## src/rtl/seq_nr_divider.sv

```systemverilog
// Sequential non-restoring divider: one quotient bit per enabled clock.
// Signed mode divides magnitudes and re-applies signs in a single fix-up step.
module seq_nr_divider #(
    parameter int C_NUM_BITS = 24,
    parameter bit C_SIGNED   = 1'b0
) (
    input  logic                  CK,
    input  logic                  RN,
    input  logic                  E,
    input  logic                  START,
    input  logic [C_NUM_BITS-1:0] A,
    input  logic [C_NUM_BITS-1:0] B,
    output logic [C_NUM_BITS-1:0] Q,
    output logic [C_NUM_BITS-1:0] R,
    output logic                  BUSY,
    output logic                  DONE,
    output logic                  DZ
);

    localparam int N     = C_NUM_BITS;
    localparam int CNT_W = $clog2(N + 1);
    localparam logic [N-1:0]     ONE_N    = {{(N-1){1'b0}}, 1'b1};
    localparam logic [CNT_W-1:0] ONE_C    = {{(CNT_W-1){1'b0}}, 1'b1};
    localparam logic [CNT_W-1:0] LAST_CNT = CNT_W'(N - 1);

    typedef enum logic [1:0] {
        S_IDLE,
        S_CALC,
        S_FIX,
        S_DONE
    } state_t;

    state_t state_q, state_d;

    logic signed [N:0]  rem_q, rem_d;
    logic        [N-1:0] quo_q, quo_d;
    logic        [N-1:0] div_q, div_d;
    logic                negq_q, negq_d;
    logic                negr_q, negr_d;
    logic [CNT_W-1:0]    cnt_q, cnt_d;
    logic        [N-1:0] q_q, q_d;
    logic        [N-1:0] r_q, r_d;
    logic                dz_q, dz_d;

    logic signed [N:0]  rem_shift;
    logic signed [N:0]  div_ext;
    logic        [N-1:0] r_mag;
    logic                a_neg, b_neg;

    // Two's-complement negate when requested; also used to take magnitudes.
    function automatic logic [N-1:0] cond_negate(input logic [N-1:0] v, input logic neg);
        return neg ? ((~v) + ONE_N) : v;
    endfunction

    assign a_neg   = C_SIGNED & A[N-1];
    assign b_neg   = C_SIGNED & B[N-1];
    assign div_ext = $signed({1'b0, div_q});

    always_comb begin
        state_d   = state_q;
        rem_d     = rem_q;
        quo_d     = quo_q;
        div_d     = div_q;
        negq_d    = negq_q;
        negr_d    = negr_q;
        cnt_d     = cnt_q;
        q_d       = q_q;
        r_d       = r_q;
        dz_d      = dz_q;
        rem_shift = '0;
        r_mag     = '0;

        case (state_q)
            S_IDLE: begin
                if (START) begin
                    dz_d = 1'b0;
                    if (B == '0) begin
                        q_d     = '1;
                        r_d     = A;
                        dz_d    = 1'b1;
                        state_d = S_DONE;
                    end else begin
                        rem_d   = '0;
                        quo_d   = cond_negate(A, a_neg);
                        div_d   = cond_negate(B, b_neg);
                        negq_d  = a_neg ^ b_neg;
                        negr_d  = a_neg;
                        cnt_d   = '0;
                        state_d = S_CALC;
                    end
                end
            end

            S_CALC: begin
                // Dividend bits shift out of quo_q's top while quotient bits fill its bottom.
                rem_shift = {rem_q[N-1:0], quo_q[N-1]};
                if (rem_q[N]) begin
                    rem_d = rem_shift + div_ext;
                end else begin
                    rem_d = rem_shift - div_ext;
                end
                quo_d = {quo_q[N-2:0], ~rem_d[N]};
                cnt_d = cnt_q + ONE_C;
                if (cnt_q == LAST_CNT) begin
                    state_d = S_FIX;
                end
            end

            S_FIX: begin
                // Corrected remainder lies in [0, divisor), so N bits suffice.
                r_mag   = rem_q[N] ? (rem_q[N-1:0] + div_q) : rem_q[N-1:0];
                q_d     = cond_negate(quo_q, negq_q);
                r_d     = cond_negate(r_mag, negr_q);
                state_d = S_DONE;
            end

            S_DONE: begin
                state_d = S_IDLE;
            end

            default: begin
                state_d = S_IDLE;
            end
        endcase
    end

    always_ff @(posedge CK or negedge RN) begin
        if (!RN) begin
            state_q <= S_IDLE;
            rem_q   <= '0;
            quo_q   <= '0;
            div_q   <= '0;
            negq_q  <= 1'b0;
            negr_q  <= 1'b0;
            cnt_q   <= '0;
            q_q     <= '0;
            r_q     <= '0;
            dz_q    <= 1'b0;
        end else if (E) begin
            state_q <= state_d;
            rem_q   <= rem_d;
            quo_q   <= quo_d;
            div_q   <= div_d;
            negq_q  <= negq_d;
            negr_q  <= negr_d;
            cnt_q   <= cnt_d;
            q_q     <= q_d;
            r_q     <= r_d;
            dz_q    <= dz_d;
        end
    end

    assign Q    = q_q;
    assign R    = r_q;
    assign DZ   = dz_q;
    assign BUSY = (state_q == S_CALC) || (state_q == S_FIX);
    assign DONE = (state_q == S_DONE);

endmodule

```

## config.mk

```make
export PLATFORM = sky130hd
export DESIGN_NAME = seq_nr_divider
export DESIGN_NICKNAME = d
export VERILOG_FILES = /design/src/rtl/seq_nr_divider.sv
export SDC_FILE = /design/constraint.sdc
export NUM_CORES = 1
export LEC_CHECK = 0
export CELL_PAD_IN_SITES_DETAIL_PLACEMENT = 0
export CELL_PAD_IN_SITES_GLOBAL_PLACEMENT = 1
export CORE_MARGIN = 4
export CORE_UTILIZATION = 47
export DETAILED_ROUTE_END_ITERATION = 8
export GPL_ROUTABILITY_DRIVEN = 0
export GPL_TIMING_DRIVEN = 0
export PLACE_DENSITY_LB_ADDON = 0.25
export SLEW_MARGIN = 10
export SYNTH_ARGS = -nofsm -noshare
export SYNTH_HDL_FRONTEND = slang
export SYNTH_SLANG_ARGS = --single-unit
```

## constraint.sdc

```tcl
create_clock -name CK -period 9.55 [get_ports CK]
set_clock_uncertainty 0.15 [all_clocks]
set_input_delay 1.91 -clock CK [delete_from_list [all_inputs] [get_ports CK]]
set_output_delay 1.91 -clock CK [all_outputs]
set_load 0.01 [all_outputs]
```

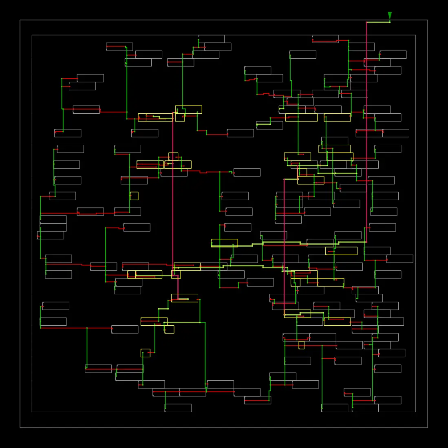
*Clock routing*
clock buffer count: 17
clock network power: 0.677 mW
TritonCTS Buffers: 17
clk ins delay skew pair: 0.42 ns

==> changes_impl.md <==
### Changed

* Most common cell in the netlist: nand2_1
* Stage-log warning count at 31
* Max H-tree Level at 4
* Clock Path Buffers at 2
* Commonest cells after routing, fill and taps aside: 130 x nand2_1, 129 x dfrtp_1, 124 x o21ai_0
* FF-to-FF End: quo_q[0]
* Vias in the first global route at 7126
* Setup bufs post-CTS at 0
* Die area at 19900 sq um
* Hpwl dp at 18.2 mm
* Clock power share at 16.2%
* Ys cells at 937
* WP depth at 15
* Top reg by flops: rem_q
* Mapped Cells at 937
* Switch Pwr at 1.88 mW
* Flops out of synthesis at 129
* Max FFs per register at 25
* Crit path time final at 5.48 ns
* Post-synthesis sequential area ratio at 38.7%
* Flop share of the area at 31.4%
* Sink Count at 129
* Setup TNS at 0 ns
* Buffers excl. clock at 149
* WP data arrival at 5.64 ns
* Hold Fails Final Rpt at 0
* Signal buf overhead at 11.9%
* DIE WIDTH at 141 microns
* CP top delay family: AND-OR/OR-AND gates
* Crit. End Element: flip-flop
* Seq power at 1.04 mW
* Overflow after GRT at 0
* Biggest area consumer among synthesized cells: dfrtp_1
* Final period util at 57.4%
* Maximum vdd drop at 0.172 mV
* Place WS at 4.07 ns
* Vias/cell at 5.65
* Routed wire length at 24.1 mm
* Area growth syn-to-layout at 23.2%
* Syn. warnings at 0
* FP Rows at 48
* Status: complete, no violations
* First-pass GRT wire length at 38.3 mm
* Placed Instances at 1265
* Leakage at 4.58 nW
* Placed Area at 9670 sq um
* Clk root buf: clkbuf_16
* Commonest flop: dfrtp_1
* R2r startpoint: rem_q[24]
* Final Max Slew Viols at 0
* Hold WS at 0.312 ns
* Final #Nets at 1168
* Req. time, crit path at 9.71 ns
* Measured slew at the worst slew-check pin at 0.808 ns
* Clock buf/inv share at 5.88%
* Setup ws final at 4.07 ns
* PostCTS Resize Cnt at 0
* Well Taps at 225
* Unrepaired setup endpoints after global routing: false
* Comb/total area at 46.9%
* Drt drc at 0
* # hold bufs at CTS at 0
* DR vias at 7318
* Async SR Flop Fraction at 100%
* Setup crit start: rem_q[24]
* CTS tree: built
* Startpoint Class: flip-flop
* Sequential power share at 25.0%
* Max incr delay on CP at 0.66 ns
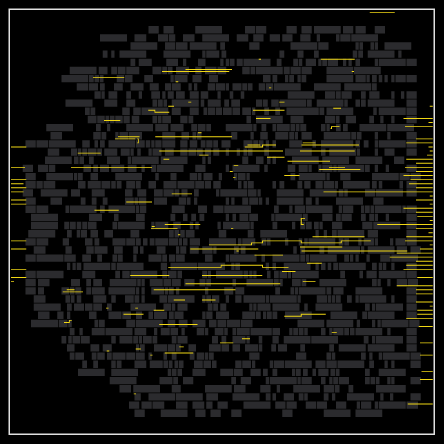
*Metal 3*
Drawn at 3 px/micron.
main direction	horizontal
nets with wire on the layer	124
share of all routed wire	4.7%

## metrics by stage
| step | util (%) | total power, mW |
|---|---|---|
| 3_5_place_dp | 55.7 | 3.48 |
| 4_1_cts | 59.2 | 4.17 |
| 2_1_floorplan | - | 2.72 |
| 3_3_place_gp | 55.6 | 3.44 |
| 5_1_grt | 59.2 | 4.53 |
| 6_report | 59.2 | 4.18 |
## per-layer routing
layer	global-route usage, %	wire, microns	vias to the layer above
met5	0	0	-
met4	8.06	602	0
li1	-	-	3578
met1	34.2	11400	3489
met2	39.6	11000	212
met3	3.19	1140	39
## kinds of logic after synthesis
logic type	after synthesis	synth area share [%]
muxes	63	7.97
and+or+nand+nor	267	14.6
buffers and inverters	76	3.47
DFF	129	38.7
xor gates and xnor gates	67	7.04
adders and majority gates	57	8.73
AOI/OAI and AO/OA	278	19.5
Power and IR drop assume default switching activity.
